==> config.mk <==
export PLATFORM = sky130hd
export DESIGN_NAME = lsu_flat
export DESIGN_NICKNAME = d
export VERILOG_FILES = /design/src/rtl/lsu_if.sv /design/src/rtl/lsu.sv /design/src/flat_wrapper.sv
export SDC_FILE = /design/constraint.sdc
export NUM_CORES = 1
export LEC_CHECK = 0
export CAP_MARGIN = 20
export CORE_MARGIN = 2
export CORE_UTILIZATION = 40
export CTS_BUF_LIST = sky130_fd_sc_hd__clkbuf_4 sky130_fd_sc_hd__clkbuf_8
export CTS_CLUSTER_SIZE = 16
export DETAILED_ROUTE_END_ITERATION = 16
export HOLD_SLACK_MARGIN = 0.08
export PLACE_DENSITY_LB_ADDON = 0.3
export RECOVER_POWER = 25
export REMOVE_ABC_BUFFERS = 1
export SLEW_MARGIN = 20
export SYNTH_ARGS = -nofsm -noshare
export SYNTH_HDL_FRONTEND = slang
export SYNTH_SLANG_ARGS = --single-unit
==> constraint.sdc <==
create_clock -name clk -period 3.4 [get_ports clk]
set_clock_uncertainty 0.05 [all_clocks]
set_input_delay 0.34 -clock clk [delete_from_list [all_inputs] [get_ports clk]]
set_output_delay 0.34 -clock clk [all_outputs]
set_load 0.1 [all_outputs]
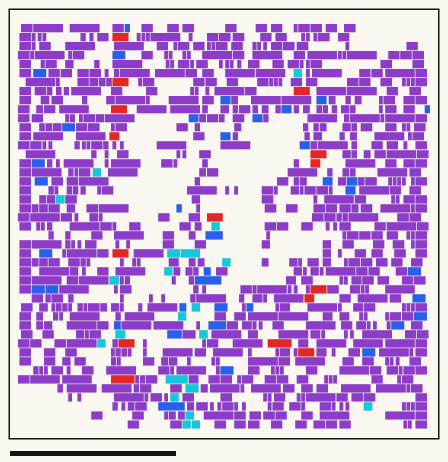
(images/sizing.png)
Bar = 50 um.
| size | colour | cells | share |
|---|---|---|---|
| x3 and x4 | cyan | 21 | 2.4% |
| x6 and larger | red | 15 | 1.7% |
| x1 and smaller | purple | 817 | 92% |
| x2 | blue | 37 | 4.2% |
area grow syn2layout: 41.99%
worst setup margin: 0.8934 ns
Non-Clock Buffer Count: 268
fin area: 0.008910 mm2

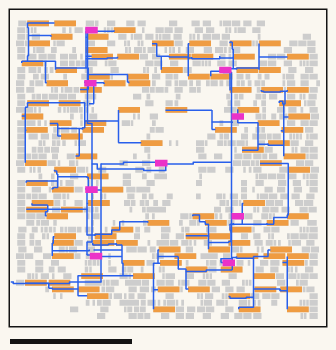
(images/clock_wires.png)
Bar = 50 um.
[flip-flops] orange | count: 112
[clock wires] blue | length: 1,480 um
[clock-net drivers] magenta | count: 9
flops lie: all over the die
routed clock nets: 10
Clk Latency, worst-skew pair: 0.39 ns

==> impl_metrics.tcl <==
# metrics dict for downstream scripts
set metrics [dict create \
    num-nets-final 1032 \
    netlist_area_mm2 0.006275 \
    async_reset_ff_share_pct 100.0 \
    ff_type "dfrtp_1" \
    r2r_slack_ns 1.08 \
    crit_buf_inv 3 \
    tns_ns 0 \
    clock-sinks 112 \
    violations "capacitance limit, slew limit" \
    final.period_utilization_pct 73.72 \
    io_pins 259 \
    hold_viol_final 0 \
    drt_iter0_drc 319 \
    cp.depth 3 \
    path_class "input port to async pin" \
    end_kind "async pin" \
    yosysTopAreaCell "dfrtp_1" \
    path_clk_slew_ns 0.12 \
    drc 0 \
    die_area_mm2 0.01670 \
    max_clock_freq_mhz 398.9 \
    core_area_mm2 0.01526 \
    rsz0062_at_grt "false" \
    yosysWarnings 0 \
    warnings 25 \
    track_usage_pct 23.54 \
    critPathSlowestCell "clkinvlp_2" \
    layout.cells.non_filler 1101 \
    vias 5648 \
    grt_overflow 0 \
    holdPathStages 3 \
    slew_viol_final 43 \
    fp_util_pct 41.12 \
    firstDrtPassIters 5 \
    ff2ff_path_depth 4 \
    critical_path_required_ns 3.78 \
    startpoint_type "input port" \
    yosys_area_mm2 0.006275 \
    synth_top_area_share_pct 44.67 \
    status "complete, but fails checks" \
    htreeDepth 3 \
    cts_tree "yes" \
    diodes 0 \
    worstMarginPinSlew_ns 1.963 \
    clk_path_buf_depth 2 \
    via_per_inst 5.130 \
    path_cells "dlygate4sd3_1, clkinvlp_2, clkbuf_2" \
    portBuffers 255 \
    grt_pass1_wl_um 30330 \
    drv_cap 1 \
    edf_count 0 \
    synth_cells 689 \
    gp_congestion 0.7588 \
    dp_hpwl_um 14240 \
    grt_pass1_vias 5571 \
    die_h_um 129.2 \
    avgSynthCellArea_um2 9.107 \
    critPathMaxFanout 43 \
    yosysCellCount 689 \
    cts_buffers 9 \
    ys_types 42 \
    dp_slack_ns 0.8475 \
    wire_per_inst_um 17.92 \
    ctsResizeCount 0 \
    grt_max_degree 72 \
    cts-root-buf "clkbuf_8" \
    cp.arrival_ns 2.89 \
    rows 45 \
    min_period_ns 2.507 \
    final_util_pct 58.39 \
    place_area_mm2 0.008725 \
    postCtsHoldBufs 0 \
    fp.dieW_um 129.2 \
    finalWirelength_um 19730 \
    final_antenna_net_count 0 \
    finalSetupViolCount 0 \
    hold_slack_ns 0.4094 \
    grt_antenna_before_repair 0 \
    cts_setup_buffers 0 \
    cpLargestDelayFamily "buffers and inverters" \
    worst_path_largest_cell_delay_ns 1.13 \
    relSlewSlack_pct -31.60 \
    topCellsByArea "dfrtp_1 (45%), mux2i_1 (11%), nand2_1 (9.9%), buf_4 (4.3%), a211oi_1 (3.0%)" \
    synth-seq-area-share_pct 44.67 \
    place_inst 1085 \
    worst_hold_path_type "input port to register" \
    ys_seq_elements 112 \
    drive_above_1_share_pct 8.202 \
]
-- cells by family (layout without fill, tap and decap cells) --
kind of cell / after synthesis / in the layout / share of synthesized area, %
buffers and inverters: 90 / 289 / 8.156
AND/OR/NAND/NOR: 277 / 277 / 19.28
other: 1 / 3 / 0.05976
AND-OR/OR-AND: 119 / 119 / 12.80
multiplexers: 89 / 89 / 14.90
flip-flops: 112 / 112 / 44.67
XOR/XNOR: 1 / 1 / 0.1396
-- cell usage after synthesis (2+ instances only) --
| master | number |
|---|---|
| nand2_1 | 166 |
| dfrtp_1 | 112 |
| mux2i_1 | 72 |
| nor2_1 | 45 |
| buf_4 | 36 |
| a211oi_1 | 25 |
| clkbuf_1 | 25 |
| nor3_1 | 25 |
| a21oi_1 | 24 |
| buf_2 | 19 |
| o21ai_0 | 18 |
| o22ai_1 | 16 |
| mux2_2 | 15 |
| nor2b_1 | 12 |
| a21oi_2 | 10 |
| a221oi_1 | 8 |
| nand3_1 | 8 |
| o31ai_1 | 8 |
| o221ai_1 | 7 |
| inv_1 | 5 |
| nand2b_1 | 4 |
| buf_1 | 3 |
| or2_2 | 3 |
| buf_6 | 2 |
| mux4_2 | 2 |
| nor4_1 | 2 |
| or3b_1 | 2 |
-- routing by layer --
metal	wire length [um]	track usage, %
met3	1927	7.349
met2	9270	37.93
met5	0	0
met4	373	7.801
met1	8154	30.22
-- layout make-up --
class                   count  area (um2)
clock buffers              10       137.6
clock inverters             6       51.30
fillers                  1362        6349
inverters                   5       20.02
multi-input cells         489        2977
flip-flops and latches    112        2803
well taps                 211       264.0
repair buffers            268        2658
-- worst register-to-register path, delay by kind of cell, from the launching register on --
family | cells | cell delay, ns
simple gates | 3 | 1.47
compound gates | 1 | 0.19
flops | 1 | 0.55
-- placed cells by master, fill, tap and decap left out, drive strengths merged, types with 2 or more instances in the layout --
master | Yosys | final
a211oi | 25 | 25
a21oi | 34 | 34
a221oi | 8 | 8
buf | 60 | 17
clkbuf | 25 | 11
clkdlybuf4s50 | 0 | 249
clkinv | 0 | 2
clkinvlp | 0 | 2
conb | 1 | 3
dfrtp | 112 | 112
inv | 5 | 7
mux2 | 15 | 15
mux2i | 72 | 72
mux4 | 2 | 2
nand2 | 166 | 166
nand2b | 4 | 4
nand3 | 8 | 8
nor2 | 47 | 47
nor2b | 12 | 12
nor3 | 26 | 26
nor4 | 2 | 2
o21ai | 19 | 19
o221ai | 8 | 8
o22ai | 16 | 16
o31ai | 8 | 8
or2 | 4 | 4
or3b | 2 | 2
